### src/rtl/serial_adder_pkg.sv
// Shared types and constants for the serial adder datapath.
// Used by serial_sum_collector and its frame counter.
package serial_adder_pkg;

    localparam int SA_WIDTH = 32;

    typedef enum logic [1:0] {
        IDLE    = 2'd0,
        COLLECT = 2'd1,
        HOLD    = 2'd2
    } sc_state_e;

    function automatic int cnt_width(input int width);
        return $clog2(width) + 1;
    endfunction

    function automatic logic parity_step(input logic acc, input logic bit_in);
        return acc ^ bit_in;
    endfunction

endpackage

### src/rtl/serial_sum_collector_if.sv
// Bit-stream input and parallel result handshake of serial_sum_collector.
// Optional result_parity signal exists only when SERIAL_COLLECT_PARITY_EN is defined.
interface serial_sum_collector_if
    import serial_adder_pkg::*;
#(
    parameter int WIDTH = SA_WIDTH
);
    logic             bit_valid;
    logic             sum_bit;
    logic             carry_bit;
    logic             abort;
    logic             res_ready;
    logic             clr_overrun;
    logic [WIDTH-1:0] result;
    logic             carry_out;
    logic             res_valid;
    logic             busy;
    logic             overrun;
`ifdef SERIAL_COLLECT_PARITY_EN
    logic             result_parity;

    modport master (
        output bit_valid, sum_bit, carry_bit, abort, res_ready, clr_overrun,
        input  result, carry_out, res_valid, busy, overrun, result_parity
    );
    modport slave (
        input  bit_valid, sum_bit, carry_bit, abort, res_ready, clr_overrun,
        output result, carry_out, res_valid, busy, overrun, result_parity
    );
`else
    modport master (
        output bit_valid, sum_bit, carry_bit, abort, res_ready, clr_overrun,
        input  result, carry_out, res_valid, busy, overrun
    );
    modport slave (
        input  bit_valid, sum_bit, carry_bit, abort, res_ready, clr_overrun,
        output result, carry_out, res_valid, busy, overrun
    );
`endif
endinterface

### src/rtl/sc_bit_counter.sv
// Frame bit counter: clear (optionally loading the current bit as bit 0), enable,
// and a terminal-count flag that fires on the enable that brings the count to WIDTH.
module sc_bit_counter
    import serial_adder_pkg::*;
#(
    parameter int WIDTH = SA_WIDTH
) (
    input  logic clk,
    input  logic rst,
    input  logic i_clr,
    input  logic i_en,
    output logic o_tc
);
    localparam int CNT_W = cnt_width(WIDTH);
    localparam logic [CNT_W-1:0] LAST_IDX = CNT_W'(WIDTH - 1);

    logic [CNT_W-1:0] r_cnt;

    // Count accepted bits; a clear together with an enable starts a new frame at 1.
    always_ff @(posedge clk) begin
        if (!rst) begin
            r_cnt <= {CNT_W{1'b0}};
        end else if (i_clr) begin
            r_cnt <= i_en ? CNT_W'(1) : {CNT_W{1'b0}};
        end else if (i_en) begin
            r_cnt <= r_cnt + CNT_W'(1);
        end else begin
            r_cnt <= r_cnt;
        end
    end

    assign o_tc = i_en & ~i_clr & (r_cnt == LAST_IDX);

endmodule

### src/rtl/serial_sum_collector.sv
// Collects an LSB-first serial sum plus final carry into a WIDTH-bit word on a valid/ready port.
// Optional feature macro: SERIAL_COLLECT_PARITY_EN adds result_parity.
module serial_sum_collector
    import serial_adder_pkg::*;
#(
    parameter int WIDTH = SA_WIDTH
) (
    input  logic                 clk,
    input  logic                 rst,
    serial_sum_collector_if.slave bus
);
    sc_state_e        r_state;
    logic [WIDTH-1:0] r_shift;
    logic             r_carry;
    logic             r_valid;
    logic             r_busy;
    logic             r_overrun;

    logic w_idle, w_collect, w_hold;
    logic w_abort, w_hs, w_start, w_accept, w_ovr_set, w_tc;

    assign w_idle    = (r_state == IDLE);
    assign w_collect = (r_state == COLLECT);
    assign w_hold    = (r_state == HOLD);
    assign w_abort   = w_collect & bus.abort;
    assign w_hs      = w_hold & bus.res_ready;
    // A frame starts in IDLE or in the same cycle a held result is taken.
    assign w_start   = bus.bit_valid & (w_idle | w_hs);
    assign w_accept  = w_start | (w_collect & bus.bit_valid & ~bus.abort);
    assign w_ovr_set = w_hold & ~bus.res_ready & bus.bit_valid;

    sc_bit_counter #(.WIDTH(WIDTH)) u_cnt (
        .clk  (clk),
        .rst  (rst),
        .i_clr(w_start | w_abort | w_hs),
        .i_en (w_accept),
        .o_tc (w_tc)
    );

    // Frame FSM with shift register and registered status outputs.
    always_ff @(posedge clk) begin
        if (!rst) begin
            r_state   <= IDLE;
            r_shift   <= {WIDTH{1'b0}};
            r_carry   <= 1'b0;
            r_valid   <= 1'b0;
            r_busy    <= 1'b0;
            r_overrun <= 1'b0;
        end else begin
            if (w_accept) begin
                r_shift <= {bus.sum_bit, r_shift[WIDTH-1:1]};
            end else begin
                r_shift <= r_shift;
            end

            if (w_ovr_set) begin
                r_overrun <= 1'b1;
            end else if (bus.clr_overrun) begin
                r_overrun <= 1'b0;
            end else begin
                r_overrun <= r_overrun;
            end

            case (r_state)
                IDLE: begin
                    if (bus.bit_valid) begin
                        r_state <= COLLECT;
                        r_busy  <= 1'b1;
                    end else begin
                        r_state <= IDLE;
                        r_busy  <= 1'b0;
                    end
                    r_valid <= 1'b0;
                end
                COLLECT: begin
                    if (bus.abort) begin
                        r_state <= IDLE;
                        r_busy  <= 1'b0;
                        r_valid <= 1'b0;
                    end else if (w_tc) begin
                        r_state <= HOLD;
                        r_busy  <= 1'b0;
                        r_valid <= 1'b1;
                        r_carry <= bus.carry_bit;
                    end else begin
                        r_state <= COLLECT;
                        r_busy  <= 1'b1;
                        r_valid <= 1'b0;
                    end
                end
                HOLD: begin
                    if (bus.res_ready) begin
                        r_valid <= 1'b0;
                        if (bus.bit_valid) begin
                            r_state <= COLLECT;
                            r_busy  <= 1'b1;
                        end else begin
                            r_state <= IDLE;
                            r_busy  <= 1'b0;
                        end
                    end else begin
                        r_state <= HOLD;
                        r_busy  <= 1'b0;
                        r_valid <= 1'b1;
                    end
                end
                default: begin
                    r_state <= IDLE;
                    r_busy  <= 1'b0;
                    r_valid <= 1'b0;
                end
            endcase
        end
    end

    assign bus.result    = r_shift;
    assign bus.carry_out = r_carry;
    assign bus.res_valid = r_valid;
    assign bus.busy      = r_busy;
    assign bus.overrun   = r_overrun;

`ifdef SERIAL_COLLECT_PARITY_EN
    logic r_parity;

    // Serial even-parity of the current frame, restarted by the frame's first bit.
    always_ff @(posedge clk) begin
        if (!rst) begin
            r_parity <= 1'b0;
        end else if (w_start) begin
            r_parity <= bus.sum_bit;
        end else if (w_accept) begin
            r_parity <= parity_step(r_parity, bus.sum_bit);
        end else begin
            r_parity <= r_parity;
        end
    end

    assign bus.result_parity = r_parity;
`endif

endmodule

### src/flat_wrapper.sv
// flat-port wrapper written by rule: the top's interface ports become plain ports
module serial_sum_collector_flat import serial_adder_pkg::*;
#(
    parameter int WIDTH = SA_WIDTH
)
  (clk, rst, bus_bit_valid, bus_sum_bit, bus_carry_bit, bus_abort, bus_res_ready, bus_clr_overrun, bus_result, bus_carry_out, bus_res_valid, bus_busy, bus_overrun);
  serial_sum_collector_if #(.WIDTH(WIDTH)) bus_i ();
  input  logic clk;
  input  logic rst;
  input wire logic [$bits(bus_i.bit_valid)-1:0] bus_bit_valid;
  input wire logic [$bits(bus_i.sum_bit)-1:0] bus_sum_bit;
  input wire logic [$bits(bus_i.carry_bit)-1:0] bus_carry_bit;
  input wire logic [$bits(bus_i.abort)-1:0] bus_abort;
  input wire logic [$bits(bus_i.res_ready)-1:0] bus_res_ready;
  input wire logic [$bits(bus_i.clr_overrun)-1:0] bus_clr_overrun;
  output wire logic [$bits(bus_i.result)-1:0] bus_result;
  output wire logic [$bits(bus_i.carry_out)-1:0] bus_carry_out;
  output wire logic [$bits(bus_i.res_valid)-1:0] bus_res_valid;
  output wire logic [$bits(bus_i.busy)-1:0] bus_busy;
  output wire logic [$bits(bus_i.overrun)-1:0] bus_overrun;
  assign bus_i.bit_valid = bus_bit_valid;
  assign bus_i.sum_bit = bus_sum_bit;
  assign bus_i.carry_bit = bus_carry_bit;
  assign bus_i.abort = bus_abort;
  assign bus_i.res_ready = bus_res_ready;
  assign bus_i.clr_overrun = bus_clr_overrun;
  assign bus_result = bus_i.result;
  assign bus_carry_out = bus_i.carry_out;
  assign bus_res_valid = bus_i.res_valid;
  assign bus_busy = bus_i.busy;
  assign bus_overrun = bus_i.overrun;
  serial_sum_collector #(.WIDTH(WIDTH)) u_core (.clk(clk), .rst(rst), .bus(bus_i));
endmodule
### config.mk
export PLATFORM = sky130hd
export DESIGN_NAME = serial_sum_collector_flat
export DESIGN_NICKNAME = d
export VERILOG_FILES = /design/src/rtl/serial_adder_pkg.sv /design/src/rtl/serial_sum_collector_if.sv /design/src/rtl/sc_bit_counter.sv /design/src/rtl/serial_sum_collector.sv /design/src/flat_wrapper.sv
export SDC_FILE = /design/constraint.sdc
export NUM_CORES = 1
export LEC_CHECK = 0
export CORE_ASPECT_RATIO = 1.4
export CORE_MARGIN = 1
export CORE_UTILIZATION = 53
export DETAILED_ROUTE_END_ITERATION = 10
export HOLD_SLACK_MARGIN = 0.08
export PLACE_DENSITY_LB_ADDON = 0.25
export REMOVE_ABC_BUFFERS = 1
export SETUP_SLACK_MARGIN = 0.5
export SLEW_MARGIN = 40
export SYNTH_ARGS = -nofsm -noshare
export SYNTH_HDL_FRONTEND = slang
export SYNTH_HIERARCHICAL = 1
export SYNTH_SLANG_ARGS = --single-unit
### constraint.sdc
create_clock -name clk -period 2.44 [get_ports clk]
set_input_delay 0.366 -clock clk [delete_from_list [all_inputs] [get_ports clk]]
set_output_delay 0.366 -clock clk [all_outputs]
set_load 0.02 [all_outputs]
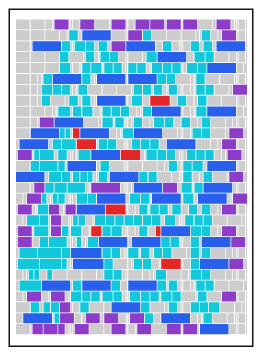
Figure 1: run 1, placement by cell class.
Scale: 4 px per um. Fill, decap, tap and diode cells in gray.
color	class	cells	share of their area
purple	other buffers and delay cells	50	17%
blue	flip-flops	43	30%
red	clock drivers and dummy loads	8	3.0%
cyan	all other logic	210	49%

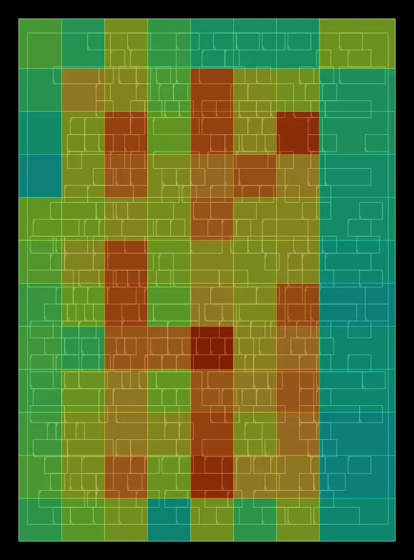
Figure 2: run 1, congestion heat map.
utilization after layout: 63.8%
met2 Resource Use GR: 36.1%
grt met1 use: 33.2%
WL per Instance: 14.9 um
busiest layer in global routing: met2

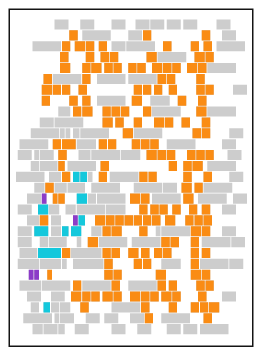
Figure 3: run 1, selected gate families.
Scale: 4 px per um.
color	family	cells
cyan	inverting AOI/OAI gates	10
purple	inverters	4
orange	NAND gates	171

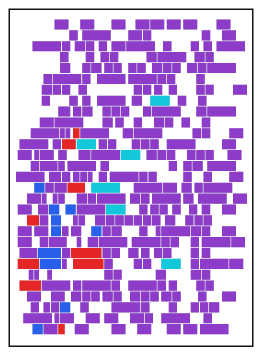
Figure 4: run 1, drive-strength map.
Scale: 4 px per um.
color	size	cells	share
cyan	drive 6 and up	6	1.9%
red	drive 2	9	2.9%
purple	drive 1 or less	286	92%
blue	drive 3 to 4	10	3.2%

==> notes.md, run 1 <==
The synthesis and PnR run went through. The run finished with clean final reports. The worst setup path is launched from an input port. Summed over all nets, wire length on met3 after detailed routing comes to around 170 um. Sorting the Yosys area breakdown by cell type puts at the top dfxtp_1. The critical path is of the input port to flop type.

OpenSTA lists the critical path endpoint as u_core/bus.carry_out$_SDFFE_PN0P_. For the worst reg-to-reg path, the startpoint reported by OpenROAD is u_core/r_state[0]$_SDFF_PN0_. Ranked by instance count, the synthesized netlist is headed by 130 x nand4_1, 43 x dfxtp_1, 32 x nand3b_1. After synthesis, flip-flops and latches occupy 33.9% of the total area.

Number of buffers inserted by hold repair at cts landed at 0. Across every metal layer, demand over resource in global routing totals around a quarter. Arrival time of data at the critical path endpoint landed at a little under 2 ns. Counting cells, the worst reg-to-reg path comes to 9. Detailed-route wire length on metal 1 landed at around 2600 um. Synthesis warning total landed at 6. Logic gate share of total power landed at 12.5%. Overall via count from detail_route landed at about 2.4k. Final layout net count landed at 323. Die outline area landed at ~0.005 sq mm. Total power after layout landed at about 1.3 mW.

Per the final layout report, the fraction of cells sized above drive strength 1 comes to roughly 8%. Power drawn by the sequential cells landed at ~0.7 mW. OpenROAD emitted warnings numbering 29. Relative contribution of sequential cells to total power landed at about 54%. After synthesis, the design contains between 200 and 300 cells according to Yosys. For the final database, setup skew stands at about 0.012 ns. On the final layout, the worst hold slack is 0.501 ns. Maximum number of pins on one net before global-route repair landed at around 99. Total of flip-flops plus latches after synthesis landed at 43. By area, the combinational part of the netlist is dominated by simple AND/OR/NAND/NOR gates. Setup repair after global routing could not meet its margin everywhere. Maximum buffer depth of the clock tree landed at 2. Per the CTS log, the root buffer master is clkbuf_8. After Yosys synthesis, XOR and XNOR cells account for under 10% of the synthesized area. The capture point of the worst register-to-register path is recorded as u_core/bus.carry_out$_SDFFE_PN0P_. Static power due to leakage landed at between 0.9 and 1 nW. Total wirelength of the detailed-routed design landed at 5560 um. In the placement report, post-DP HPWL is listed as ~3300 um. Logged for this run, the post-placement worst setup slack is about 0.28 ns. Adder-cell share of the synthesized area landed at between 2 and 2.5%.

The worst hold path was traced through 2 stages. The layout stage reports a final design area of approximately 0.0029 sq mm. The die is 60.5 um wide. Along the worst path, the maximum fanout reaches 4. Count of final hold-check violations landed at 0. about 44 I/O pins were placed. Count of clock tree sinks landed at between 40 and 50. Per STA, the startpoint of the critical path is bus_res_ready. The global routing report lists met3 layer usage as under 10%. Post-synth area from yosys stat landed at roughly 0.0025 sq mm. TritonCTS built the clock tree. Per the detail_route log, the uppermost layer with routed signals is met4. Chip height landed at approximately 84 um. Per the synth stats, the flop cell with the highest instance count is dfxtp_1. The most frequently used library cell after synthesis is nand4_1. The slew check shows that the tightest pin keeps a relative margin of 47.0%. The clock period could shrink to approximately 1.8 ns. The H-tree generated during clock tree synthesis spans 2 levels. Core area landed at roughly 0.0046 sq mm.

Portion of total power attributed to the clock network landed at 33.9%. Wire length of the first global-routing pass landed at 9530 um. Final standard cell count with taps included and fillers excluded landed at roughly 370.

Post-synthesis cell type count landed at 30. Per the synthesis report, the single largest cell type by area occupies 33.9% of cell area. The initial antenna violation count is 0.

Combined area of all synthesized cells landed at about 0.0025 sq mm. The clock reaches the later pin of the worst-skew pair after roughly 0.3 ns. After clock tree synthesis, the setup repair step added 0 buffers. The number of global-route vias before repair is between 2k and 2.5k.

Period utilization landed at between 70% and 80%. Number of setup violations in the final report landed at 0. The first detailed-routing pass ran for 6 iterations. Area fraction in mux cells landed at less than 1%.

Remaining antenna violation count landed at 0. RePlAce ended its routability-driven mode at a weighted congestion of approximately 0.70. In this run, CTS created clock tree buffers numbering 5. Growth of design area from synthesis to finish landed at 14.9%.
## run 1: placed cells by master, fill, tap and decap left out, types with 3 or more instances in the layout
cell type,netlist,routed
clkdlybuf4s50_1,0,41
nand4_1,130,130
a21oi_1,3,3
buf_4,5,7
nand3b_1,32,32
inv_1,4,4
ha_1,5,3
clkbuf_8,0,5
nor2_1,7,7
dfxtp_1,43,41
nor2b_1,3,3
xor2_1,3,3
nand2b_1,4,4
## run 1: critical path, delay by kind of cell
kind | cells | cell delay, ns
buf+inv | 2 | 0.68
compound gates | 4 | 0.52
simple gates | 2 | 0.42
## run 1: registers in the layout, indices dropped and copies added, names as in the netlist
signal and count:
u_core/u_cnt/r_cnt 6, u_core/bus.overrun 1, u_core/bus.result 32, u_core/bus.carry_out 1, u_core/bus.res_valid 1, u_core/r_state 2
## run 1: area by class of cell
type | count | area, sq um
Multi-Input combinational cell | 206 | 1390
Inverter | 4 | 15.0
Timing Repair Buffer | 50 | 488
Tap cell | 62 | 77.6
Fill cell | 411 | 1660
Clock buffer | 6 | 72.6
Sequential cell | 43 | 863
Clock inverter | 2 | 12.5
## run 1: repair_timing
| action | in CTS | in global routing |
|---|---|---|
| pin swaps | 0 | 3 |
| setup endpoints to repair | 4 | 5 |
| cloned | 0 | 0 |
| gates resized | 2 | 5 |
## run 1: cell families (layout without fill, tap and decap cells)
| kind of cell | count (synthesis) | count (layout) |
|---|---|---|
| buf+inv | 45 | 62 |
| flops | 43 | 43 |
| mux | 1 | 1 |
| compound gates | 11 | 11 |
| simple gates | 185 | 185 |
| fa+ha+maj | 5 | 5 |
| xor+xnor | 4 | 4 |
## run 1: through the flow
step	setup TNS (ns)	utilization [%]
final	0	63.8
after global routing	0	63.8
after CTS	0	63.6
after detailed placement	0	61.6
after global placement	0	61.6
after floorplan	-0.799	-
Figure 5. M3 wires (run 1).
Scale: 6 px per um.
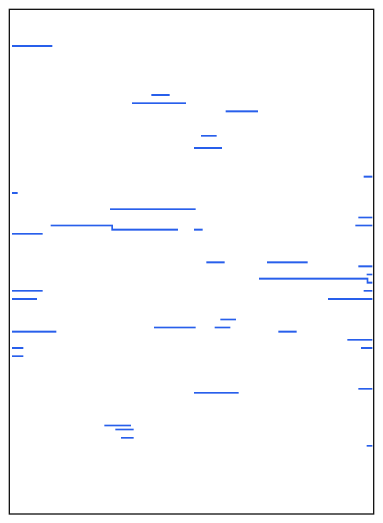

## Run 2: what changed since run 1
--- a/config.mk
+++ b/config.mk
@@ -7,7 +7,7 @@
 export LEC_CHECK = 0
 export CORE_ASPECT_RATIO = 1.4
 export CORE_MARGIN = 1
-export CORE_UTILIZATION = 53
+export CORE_UTILIZATION = 48
 export DETAILED_ROUTE_END_ITERATION = 10
 export HOLD_SLACK_MARGIN = 0.08
 export PLACE_DENSITY_LB_ADDON = 0.25
==> constraint.sdc (replaced) <==
create_clock -name clk -period 1.45 [get_ports clk]
set_input_delay 0.2175 -clock clk [delete_from_list [all_inputs] [get_ports clk]]
set_output_delay 0.2175 -clock clk [all_outputs]
set_load 0.02 [all_outputs]
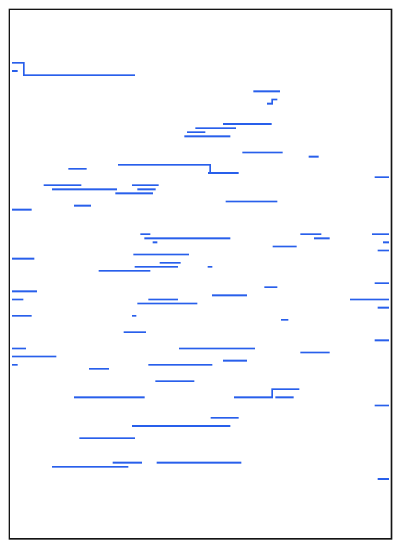
Figure 6: run 2, M3 wires.
Scale: 6 px per um.
share of all routed wire	4.8%
nets with wire on the layer	51
longest straight run	18.4 um
wire length on this layer	378 um

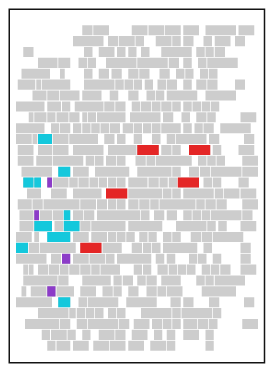
Figure 7: run 2, selected gate families.
Scale: 4 px per um.
color	family	cells
purple	inverters	4
red	AND-OR and OR-AND gates	5
cyan	inverting AOI/OAI gates	10

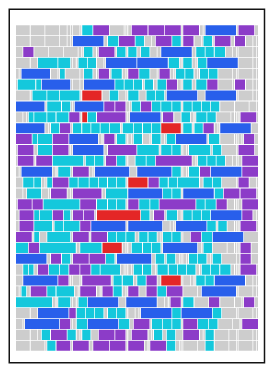
Figure 8: run 2, placement by cell class.
Scale: 4 px per um. Fill, decap, tap and diode cells in gray.
color	class	cells	share of their area
red	clock drivers and dummy loads	7	2.8%
purple	other buffers and delay cells	109	30%
blue	flip-flops	43	25%
cyan	all other logic	214	42%

==> run 2 against run 1 <==
Effect of this change:
- the flow now finishes with violations (setup timing)
- via count grew 18%
- area after synthesis did not move
- non-clock buffer count increased by 59
- clock skew grew 0.0020 ns
- register-to-register slack got worse by 1.1 ns
- count of clock-buffer cells in the layout is the same
==> notes.md, run 2 <==
The synthesis and PnR run went through. The flow ran to the end, but the final reports show violations. The checks that failed: setup timing. Highest net fanout along the worst path landed at 5.

Top-area cell type share of the netlist area landed at 33.9%. Utilization after layout landed at 76.1%. Number of cells in Yosys stat landed at between 200 and 300. Setup slack on the critical path of the routed design comes to -0.411 ns. The finished design was reported to have a net count of 386. Counting the fill cells in the layout gives around 350. The number of global-route vias before repair is around 2.5k. Per the finish-stage timing summary, setup violations number between 40 and 50. Measured along the y axis, the die boundary spans 88.0 um. The chip area line in the Yosys stat output reads 0.00254 sq mm.

Wire length of the first global-routing pass landed at 12,100 um. For this run, the number of Yosys warnings is 6. Among logic cells in the layout, the one with the most instances is nand4_1. Pre-CTS worst setup slack landed at -0.553 ns.

Buffers inserted to repair hold after CTS numbered 0. Arrival time of data at the critical path endpoint landed at between 2 and 2.5 ns. In this run the count of I/O pins placed on the die edge is approximately 44. Ranking logic cells in the layout by count gives the top entries 130 x nand4_1, 49 x buf_4, 48 x buf_6, 32 x nand3b_1, 27 x dfxtp_2. Remaining antenna violation count landed at 0. The initial antenna violation count was 0. Per the detailed-route log, wirelength across all metal layers totals between 7000 and 8000 um. Per the synthesis report, the XOR/XNOR share of the synthesized area is under 10%. Met1 track utilization from global routing landed at 31.4%. The number of setup buffers added after CTS is 38.

Aggregate negative setup slack landed at -7.57 ns. The cell sitting at the root of the clock tree is a clkbuf_8. The gate-level netlist out of Yosys references 30 unique cell types. Largest clock skew in the final design landed at 0.0143 ns. The region available for standard cell placement spans between 0.004 and 0.005 sq mm. For this run, the leading register cell type out of synthesis is dfxtp_1.

Average wire per standard cell landed at 18.1 um. TritonCTS built the clock tree. Summed over all nets, the half-perimeter wirelength after detailed placement is 3570 um. Entering global routing, the biggest net connects between 90 and 100 pins.

Per the OpenROAD floorplan log, the width of the die is approximately 63 um. Met3 capacity usage during global routing landed at roughly 4.2%. The report lists the number of cells resized after CTS as slightly below 300. Per the timing report, the most critical flop-to-flop path originates at u_core/r_state[0]$_SDFF_PN0_.

Ranked by instance count, the synthesized netlist is headed by 130 x nand4_1, 43 x dfxtp_1, 32 x nand3b_1.
==> run 2: cell counts after synthesis <==
No cell type changed its count.
==> run 2: critical path: cells and delay by family (launching register included) <==
kind,cells,cell delay (ns)
compound gates,3,0.42
flops,1,0.37
simple gates,2,0.44
buf+inv,4,0.44
fa+ha+maj,1,0.14
==> run 2: logic make-up (layout without fill, tap and decap cells) <==
group | after synthesis | after routing
AOI/OAI and AO/OA | 11 | 15
and+or+nand+nor | 185 | 185
muxes | 1 | 1
xor gates and xnor gates | 4 | 4
adders and majority gates | 5 | 5
buffers and inverters | 45 | 120
DFF | 43 | 43
==> run 2: per-stage QoR <==
step	hold WS (ns)	cell area (sq um)
after floorplan	0.338	2250
after global placement	0.478	2950
after detailed placement	0.477	2950
after CTS	0.254	3620
after global routing	0.262	3770
final	0.258	3770
==> run 2: where the power goes <==
part | switching (mW) | internal, mW | total [mW]
registers | 0.0111 | 1.18 | 1.19
clock network | 0.420 | 0.506 | 0.925
logic | 0.262 | 0.194 | 0.456
total | 0.693 | 1.87 | 2.57
==> run 2: worst paths after layout <==
path                                                           end  cells after the start
worst max-delay path            u_core/u_cnt/r_cnt[5]$_SDFFE_PN0P_                     10
worst min-delay path               u_core/bus.res_valid$_SDFF_PN0_                      3
worst max register to register  u_core/u_cnt/r_cnt[5]$_SDFFE_PN0P_                     10
worst min register to register   u_core/bus.carry_out$_SDFFE_PN0P_                      2
==> run 2: cell type report <==
type	instances	area, sq um	share of cell area [%]
multi-input cells	210	1540	40.9
repair buffers	109	1090	29.0
flip-flops and latches	43	932	24.7
well taps	64	80.1	2.12
clock buffers	6	72.6	1.92
clock inverters	1	30.0	0.796
inverters	4	20.0	0.531
==> run 2: metal layers <==
metal	up-vias	routed length (um)
li1	1335	-
met1	1373	3070
met2	116	4320
met3	14	378
met4	0	157
met5	-	0
No activity file was given, so power comes from the tool's default toggle rates.
